==> src/rtl/cpu_seq_ctrl_pkg.sv <==
// Shared constants and types for the multi-phase CPU sequencer.
// Optional feature macro: CPU_SEQ_ILLEGAL_TRAP_EN (adds the TRAP state).
package cpu_seq_ctrl_pkg;

  localparam int unsigned CNT_W_DEF = 16;
  localparam int unsigned INS_W     = 32;
  localparam int unsigned ALU_W     = 3;

  // Major opcodes (instruction bits [6:0])
  localparam logic [6:0] OP_R  = 7'h33;
  localparam logic [6:0] OP_LW = 7'h03;
  localparam logic [6:0] OP_I  = 7'h13;
  localparam logic [6:0] OP_S  = 7'h23;
  localparam logic [6:0] OP_B  = 7'h63;
  localparam logic [6:0] OP_J  = 7'h6F;

  // ALU operation codes consumed by the execute stage
  localparam logic [ALU_W-1:0] ALU_ADD = 3'b010;
  localparam logic [ALU_W-1:0] ALU_SUB = 3'b110;
  localparam logic [ALU_W-1:0] ALU_AND = 3'b000;
  localparam logic [ALU_W-1:0] ALU_OR  = 3'b001;
  localparam logic [ALU_W-1:0] ALU_SLT = 3'b111;

  typedef enum logic [3:0] {
    S_IDLE,
    S_ENTRY,
    S_IF,
    S_ID,
    S_EX,
    S_MEM,
    S_WB,
    S_HALT
`ifdef CPU_SEQ_ILLEGAL_TRAP_EN
    , S_TRAP
`endif
  } state_e;

  // Decoded view of the instruction register
  typedef struct packed {
    logic [ALU_W-1:0] alu_op;
    logic             is_r;
    logic             is_lw;
    logic             is_s;
    logic             is_i;
    logic             is_j;
    logic             is_b;
    logic             illegal;
  } dec_t;

endpackage

==> src/rtl/cpu_seq_ctrl_alu_dec.sv <==
// Combinational instruction classifier and ALU-op decoder.
module cpu_seq_ctrl_alu_dec
  import cpu_seq_ctrl_pkg::*;
(
  input  logic [INS_W-1:0] ir,
  output dec_t             dec_c
);

  logic [6:0] opcode;
  logic [2:0] funct3;
  logic       unused_ir_bits;

  assign opcode         = ir[6:0];
  assign funct3         = ir[14:12];
  assign unused_ir_bits = ^{ir[31], ir[29:15], ir[11:7]};

  // Classify the opcode and pick the ALU operation; unknown opcodes flag illegal
  always_comb begin
    dec_c        = '0;
    dec_c.alu_op = ALU_ADD;
    case (opcode)
      OP_R: begin
        dec_c.is_r = 1'b1;
        case (funct3)
          3'b000:  dec_c.alu_op = ir[30] ? ALU_SUB : ALU_ADD;
          3'b111:  dec_c.alu_op = ALU_AND;
          3'b110:  dec_c.alu_op = ALU_OR;
          3'b010:  dec_c.alu_op = ALU_SLT;
          default: dec_c.alu_op = ALU_ADD;
        endcase
      end
      OP_LW: dec_c.is_lw = 1'b1;
      OP_I:  dec_c.is_i  = 1'b1;
      OP_S:  dec_c.is_s  = 1'b1;
      OP_J:  dec_c.is_j  = 1'b1;
      OP_B: begin
        dec_c.is_b   = 1'b1;
        dec_c.alu_op = ALU_SUB;
      end
      default: dec_c.illegal = 1'b1;
    endcase
  end

endmodule

==> src/rtl/cpu_seq_ctrl.sv <==
// Multi-phase sequencer stepping each instruction through IF/ID/EX/MEM/WB.
// Define CPU_SEQ_ILLEGAL_TRAP_EN to trap unknown opcodes (adds port illegal).
module cpu_seq_ctrl
  import cpu_seq_ctrl_pkg::*;
#(
  parameter int unsigned CNT_W = CNT_W_DEF
) (
  input  logic             clk,
  input  logic             rst,
  input  logic             start,
  input  logic [CNT_W-1:0] max_ins,
  input  logic [INS_W-1:0] ins,
  output logic [INS_W-1:0] ir,
  output logic             int_req,
  output logic             pc_en,
  output logic             if_en,
  output logic             ex_en,
  output logic             mem_rd,
  output logic             mem_wr,
  output logic             wb_en,
  output logic [ALU_W-1:0] alu_op,
  output logic             busy,
  output logic             halted,
`ifdef CPU_SEQ_ILLEGAL_TRAP_EN
  output logic             illegal,
`endif
  output logic [CNT_W-1:0] ins_count
);

  state_e           state_q,   state_d;
  logic [INS_W-1:0] ir_q,      ir_d;
  logic [ALU_W-1:0] alu_op_q,  alu_op_d;
  logic [CNT_W-1:0] cnt_q,     cnt_d;
  logic             int_req_q, int_req_d;
  logic             pc_en_q,   pc_en_d;
  logic             if_en_q,   if_en_d;
  logic             ex_en_q,   ex_en_d;
  logic             mem_rd_q,  mem_rd_d;
  logic             mem_wr_q,  mem_wr_d;
  logic             wb_en_q,   wb_en_d;
  logic             busy_q,    busy_d;
  logic             halted_q,  halted_d;
`ifdef CPU_SEQ_ILLEGAL_TRAP_EN
  logic             illegal_q, illegal_d;
`endif
  dec_t             dec_c;
  logic             writes_rf_c;

  cpu_seq_ctrl_alu_dec u_dec (
    .ir    (ir_q),
    .dec_c (dec_c)
  );

  assign writes_rf_c = dec_c.is_r | dec_c.is_lw | dec_c.is_i | dec_c.is_j;

  // Next state, instruction latch, ALU op and retired-instruction counter
  always_comb begin
    state_d  = state_q;
    ir_d     = ir_q;
    alu_op_d = alu_op_q;
    cnt_d    = cnt_q;
`ifdef CPU_SEQ_ILLEGAL_TRAP_EN
    illegal_d = illegal_q;
`endif
    case (state_q)
      S_IDLE, S_HALT: begin
        if (start) begin
          state_d = S_ENTRY;
          cnt_d   = '0;
`ifdef CPU_SEQ_ILLEGAL_TRAP_EN
          illegal_d = 1'b0;
`endif
        end
      end
      S_ENTRY: state_d = S_IF;
      S_IF: begin
        ir_d    = ins;
        state_d = S_ID;
      end
      S_ID: begin
        alu_op_d = dec_c.alu_op;
        state_d  = S_EX;
`ifdef CPU_SEQ_ILLEGAL_TRAP_EN
        if (dec_c.illegal) begin
          state_d   = S_TRAP;
          illegal_d = 1'b1;
        end
`endif
      end
      S_EX:  state_d = (dec_c.is_lw | dec_c.is_s) ? S_MEM : S_WB;
      S_MEM: state_d = S_WB;
      S_WB: begin
        cnt_d = cnt_q + CNT_W'(1);
        if ((max_ins != '0) && (cnt_q + CNT_W'(1) == max_ins)) begin
          state_d = S_HALT;
        end else begin
          state_d = S_IF;
        end
      end
`ifdef CPU_SEQ_ILLEGAL_TRAP_EN
      S_TRAP: state_d = S_IF;
`endif
      default: state_d = S_IDLE;
    endcase
  end

  // Moore strobes computed from the next state so the flops line up with it
  always_comb begin
    int_req_d = (state_d == S_ENTRY);
    pc_en_d   = (state_d == S_ENTRY) || (state_d == S_WB);
`ifdef CPU_SEQ_ILLEGAL_TRAP_EN
    int_req_d = int_req_d || (state_d == S_TRAP);
    pc_en_d   = pc_en_d   || (state_d == S_TRAP);
`endif
    if_en_d   = (state_d == S_IF);
    ex_en_d   = (state_d == S_EX);
    mem_rd_d  = (state_d == S_MEM) && dec_c.is_lw;
    mem_wr_d  = (state_d == S_MEM) && dec_c.is_s;
    wb_en_d   = (state_d == S_WB) && writes_rf_c;
    busy_d    = (state_d != S_IDLE) && (state_d != S_HALT);
    halted_d  = (state_d == S_HALT);
  end

  // State and output registers
  always_ff @(posedge clk or posedge rst) begin
    if (rst) begin
      state_q   <= S_IDLE;
      ir_q      <= '0;
      alu_op_q  <= ALU_ADD;
      cnt_q     <= '0;
      int_req_q <= 1'b0;
      pc_en_q   <= 1'b0;
      if_en_q   <= 1'b0;
      ex_en_q   <= 1'b0;
      mem_rd_q  <= 1'b0;
      mem_wr_q  <= 1'b0;
      wb_en_q   <= 1'b0;
      busy_q    <= 1'b0;
      halted_q  <= 1'b0;
`ifdef CPU_SEQ_ILLEGAL_TRAP_EN
      illegal_q <= 1'b0;
`endif
    end else begin
      state_q   <= state_d;
      ir_q      <= ir_d;
      alu_op_q  <= alu_op_d;
      cnt_q     <= cnt_d;
      int_req_q <= int_req_d;
      pc_en_q   <= pc_en_d;
      if_en_q   <= if_en_d;
      ex_en_q   <= ex_en_d;
      mem_rd_q  <= mem_rd_d;
      mem_wr_q  <= mem_wr_d;
      wb_en_q   <= wb_en_d;
      busy_q    <= busy_d;
      halted_q  <= halted_d;
`ifdef CPU_SEQ_ILLEGAL_TRAP_EN
      illegal_q <= illegal_d;
`endif
    end
  end

  assign ir        = ir_q;
  assign int_req   = int_req_q;
  assign pc_en     = pc_en_q;
  assign if_en     = if_en_q;
  assign ex_en     = ex_en_q;
  assign mem_rd    = mem_rd_q;
  assign mem_wr    = mem_wr_q;
  assign wb_en     = wb_en_q;
  assign alu_op    = alu_op_q;
  assign busy      = busy_q;
  assign halted    = halted_q;
  assign ins_count = cnt_q;
`ifdef CPU_SEQ_ILLEGAL_TRAP_EN
  assign illegal   = illegal_q;
`endif

endmodule

==> config.mk <==
export PLATFORM = sky130hd
export DESIGN_NAME = cpu_seq_ctrl
export DESIGN_NICKNAME = d
export VERILOG_FILES = /design/src/rtl/cpu_seq_ctrl_pkg.sv /design/src/rtl/cpu_seq_ctrl_alu_dec.sv /design/src/rtl/cpu_seq_ctrl.sv
export SDC_FILE = /design/constraint.sdc
export NUM_CORES = 1
export LEC_CHECK = 0
export CAP_MARGIN = 25
export CORE_MARGIN = 4
export CORE_UTILIZATION = 46
export DETAILED_ROUTE_END_ITERATION = 16
export MAX_ROUTING_LAYER = met4
export PLACE_DENSITY = 0.81
export REMOVE_ABC_BUFFERS = 1
export SYNTH_ARGS = -nofsm -noshare
export SYNTH_HDL_FRONTEND = slang
export SYNTH_SLANG_ARGS = --single-unit
==> constraint.sdc <==
create_clock -name clk -period 3.12 [get_ports clk]
set_clock_uncertainty 0.2 [all_clocks]
set_input_delay 0.624 -clock clk [delete_from_list [all_inputs] [get_ports clk]]
set_output_delay 0.624 -clock clk [all_outputs]
set_load 0.01 [all_outputs]
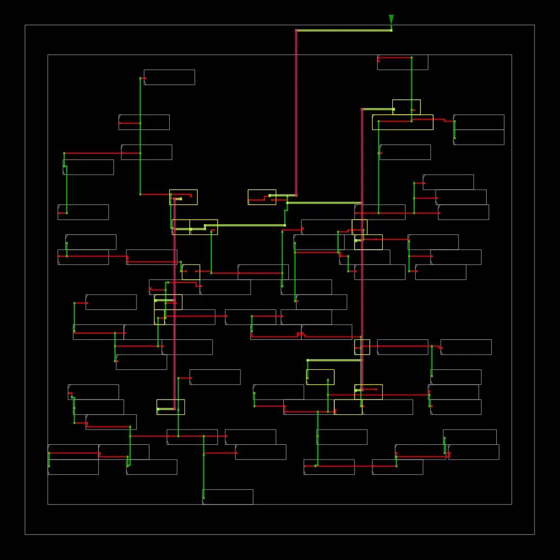
Run 1: clock wiring as the flow saved it
Seq cells: 64
Power Clock: 0.000730 W
CTS sink count: 64

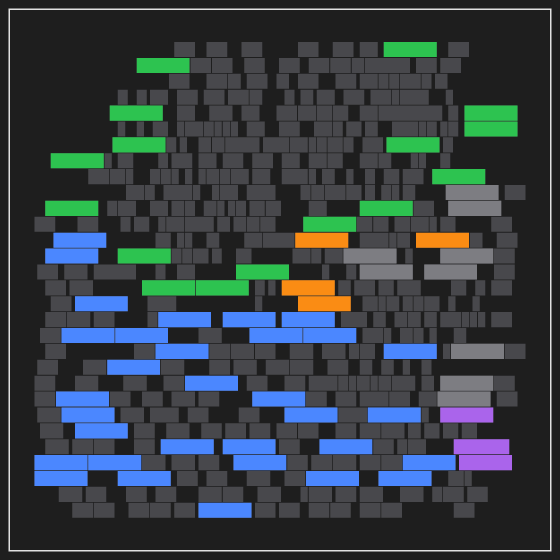
Run 1: register map, names as in the netlist
Other sequential cells in the stronger grey, the rest of the logic in the fainter grey.
[`state_q`] orange | flops: 4 | where: centre
[`ir`] blue | flops: 32
[`ins_count`] green | flops: 16
[`alu_op`] purple | flops: 3
not coloured: 9
Seq. pwr: 0.00123 W
final core utilization: 68.38%

==> flow_summary.toml, run 1 <==
# implementation run metrics
[clocking]
root_buffer = "clkbuf_8"
cts_buffers = 9
clk_pin_slew_ns = 0.08
cts-resized-gates = 0

[logic_synthesis]
netlist_area_mm2 = 0.003281
yosys_area_mm2 = 0.003281
yosysTopAreaCellShare_pct = 48.05
numSynthFlops = 64
ys_cells = 310
synth-main-ff-cell = "dfrtp_1"
yosysTopAreaCell = "dfrtp_1"
synth_seq_share_pct = 48.86
edf_count = 0
synth_dominant_cell_count = "dfrtp_1"
xor_area_share_pct = 5.339
synth_area_per_cell_um2 = 10.58
ys_sh_adder_pct = 0.3814

[finish]
largest_class = "registers"
register_area_mm2 = 0.001603
drive_gt1_share_pct = 16.20
fill_cells = 564
mostFrequentLayoutCells = "clkdlybuf4s50_1 (110), dfrtp_1 (63), mux2_2 (32)"
final_common_cell = "clkdlybuf4s50_1"
non_clock_inverter_count = 6

[final_timing]
tightest_slew_ns = 0.8165
setup-violations-final = 0
max-slew-margin-rel_pct = 45.49
hold_viol_final = 0
fmax_mhz = 358.6
drv_slew = 0

[placed_design]
dp_cells = 506
gp_congestion = 0.9009

[critical_path]
cpMostUsedCell = "nor3_1"
r2r_cells = 8
timing.critical_path.buf_inv = 0
cp_max_fo = 9
cp_top_family = "simple AND/OR/NAND/NOR gates"
worst-path-stages = 8
crit_chain = "ha_1 > nand3_2 > nor3_1 > xnor2_1 > nor3_1 > o2111ai_2 > o2bb2ai_1 > a31oi_1"
critPathSlowestCell = "dfrtp_1"

[detailed_routing]
drt_iter0_markers = 94
wl_met3_um = 343
dr.max_layer_used = "met4"
wl_per_cell_um = 16.26
via_per_inst = 5.374
met1_length_um = 3447
antenna_left = 0

[grt]
grt_pass1_wl_um = 14060
grt_usage_pct = 21.19
globalRouteMet3Util_pct = 3.493

[pwr]
peakVddDrop_v = 0.0005035
cellInternalPower_w = 0.002049
p_seq_share_pct = 42.1

[worst_hold_path]
hp-start = "alu_op[0]"

[die]
pin_count = 111
nWellTaps = 96

[outcome]
outcome = "complete, no violations"
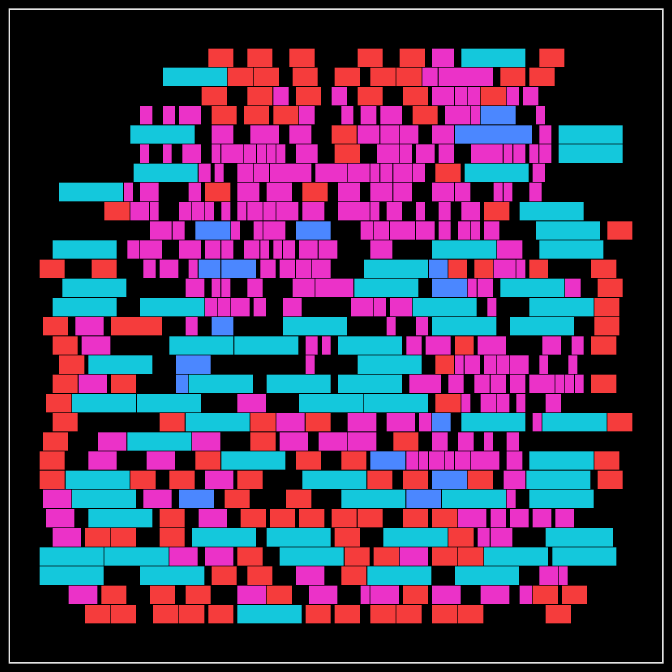
Run 1: placement by cell class
[sequential cells] cyan | cells: 64 | share of their area: 35%
[clock drivers and dummy loads] blue | cells: 16 | share of their area: 4.5%
[remaining logic cells] magenta | cells: 230 | share of their area: 35%
[remaining buffers and delay cells] red | cells: 116 | share of their area: 25%
sequential share of cell area: 34.12%
core area: 0.006869 mm²

--- run 2 (diff from run 1) ---
--- a/config.mk
+++ b/config.mk
@@ -8,10 +8,12 @@
 export CAP_MARGIN = 25
 export CORE_MARGIN = 4
 export CORE_UTILIZATION = 46
+export CTS_CLUSTER_SIZE = 12
 export DETAILED_ROUTE_END_ITERATION = 16
 export MAX_ROUTING_LAYER = met4
 export PLACE_DENSITY = 0.81
 export REMOVE_ABC_BUFFERS = 1
+export SKIP_LAST_GASP = 1
 export SYNTH_ARGS = -nofsm -noshare
 export SYNTH_HDL_FRONTEND = slang
 export SYNTH_SLANG_ARGS = --single-unit
==> run 2 against run 1 <==
  * Register-to-register slack is essentially flat
  * Critical path depth unchanged
  * Clock power barely moved
  * Cell area is the same
  * Area after synthesis is the same
  * Flip-flop count unchanged
  * Via count stayed put
  * Maximum frequency unchanged
  * Combinational power hardly changed
  * Critical path type unchanged
  * Largest power group unchanged
  * Highest routed layer unchanged
==> flow_summary.toml, run 2 <==
# implementation run metrics
[detailed_routing]
dr.max_layer_used = "met4"
drc = 0
met1_length_um = 3447
wl_met3_um = 343
drt_iter0_markers = 94
via_per_inst = 5.374
wl_per_cell_um = 16.26
antenna_left = 0

[finish]
buffer_area_share_pct = 24.67
mostFrequentLayoutCells = "clkdlybuf4s50_1 (110), dfrtp_1 (63), mux2_2 (32)"
drive_gt1_share_pct = 16.20
fin_util_pct = 68.38
flops = 64
largest_class = "registers"
non_clock_inverter_count = 6
fill_cells = 564
register_area_mm2 = 0.001603
sh_seq_area_pct = 34.12

[logic_synthesis]
synth_area_per_cell_um2 = 10.58
xor_area_share_pct = 5.339
numSynthFlops = 64
edf_count = 0
yosysTopAreaCell = "dfrtp_1"
netlist_area_mm2 = 0.003281
topCellsByArea = "dfrtp_1 (48%), mux2_2 (11%), xnor2_1 (3.7%)"
ys_sh_adder_pct = 0.3814
ys_cells = 310
synth-main-ff-cell = "dfrtp_1"
synth_seq_share_pct = 48.86
synth_dominant_cell_count = "dfrtp_1"
yosys_area_mm2 = 0.003281
yosysTopAreaCellShare_pct = 48.05

[clocking]
cts_setup_buffers = 0
cts_sinks = 64
clk_pin_slew_ns = 0.08
cts-resized-gates = 0
htreeDepth = 3
cts.path.max_buffers = 2
root_buffer = "clkbuf_8"

[pwr]
clock_power_w = 0.000730
peakVddDrop_v = 0.0005035
p_seq_share_pct = 42.1
power_density_mw_per_mm2 = 622.2
cellInternalPower_w = 0.002049
design_power_total_w = 0.002923
powerSeq_w = 0.00123

[final_timing]
setup-violations-final = 0
post-route-min-period_ns = 2.789
hold_viol_final = 0
drv_slew = 0
tightest_slew_ns = 0.8165
max-slew-margin-rel_pct = 45.49
rsz0062_at_grt = "no"
fmax_mhz = 358.6

[critical_path]
crit_chain = "ha_1 > nand3_2 > nor3_1 > xnor2_1 > nor3_1 > o2111ai_2 > o2bb2ai_1 > a31oi_1"
timing.critical_path.buf_inv = 0
r2r_cells = 8
cp_top_family = "simple AND/OR/NAND/NOR gates"
critPathSlowestCell = "dfrtp_1"
crit_path_end = "busy"
end_kind = "register"
worstReg2RegEnd = "busy"
worst-path-stages = 8
cp_max_fo = 9
cpMostUsedCell = "nor3_1"

[placed_design]
gp_congestion = 0.9009
dp_cells = 506

[die]
nWellTaps = 96
pin_count = 111
core_area_mm2 = 0.006869
die-area_mm2 = 0.008547

[grt]
globalRouteMet3Util_pct = 3.493
grt_pass1_wl_um = 14060
top_usage_layer = "met2"
grt_usage_pct = 21.19

[worst_hold_path]
hp-start = "alu_op[0]"

[outcome]
outcome = "complete, no violations"
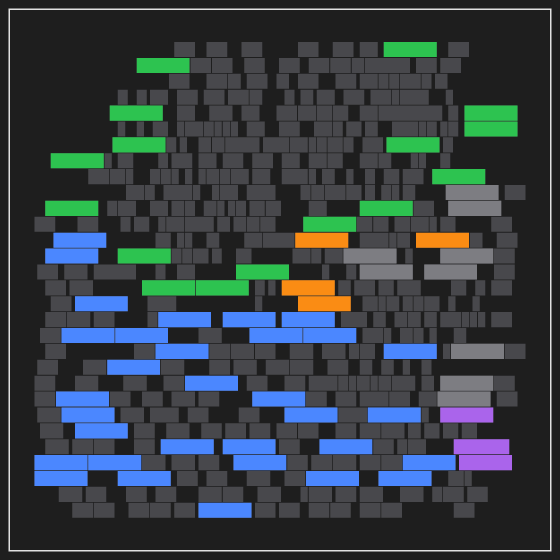
Run 2: register map, names as in the netlist
Other sequential cells in the stronger grey, the rest of the logic in the fainter grey.
[`ins_count`] green | flops: 16
[`ir`] blue | flops: 32
[`state_q`] orange | flops: 4 | where: centre
[`alu_op`] purple | flops: 3

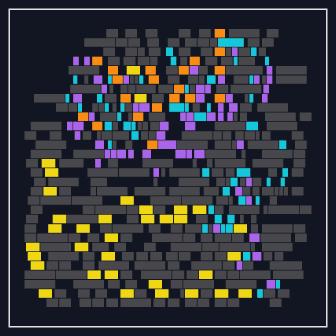
Run 2: selected gate families
[aoi and oai cells] purple | cells: 55 | most used: o21ai_0
[xor and xnor cells] orange | cells: 20 | most used: xnor2_1 | where: top centre
[mux cells] yellow | cells: 34 | most used: mux2_2
[nand cells] cyan | cells: 48 | most used: nand2_1
leading cell type in the layout, fill and taps excluded: clkdlybuf4s50_1
Post-Layout Cell Count: 522
multi-input combinational area share: 33.80%

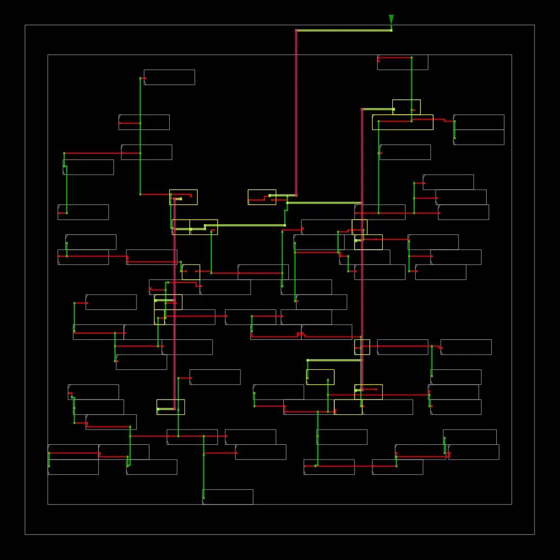
Run 2: clock wiring as the flow saved it
clk_lat worst skew: 0.34 ns
CTS Buf Count: 9
clk_buf instances: 10

Power figures rest on the tool's default switching activity, not on a simulated workload.
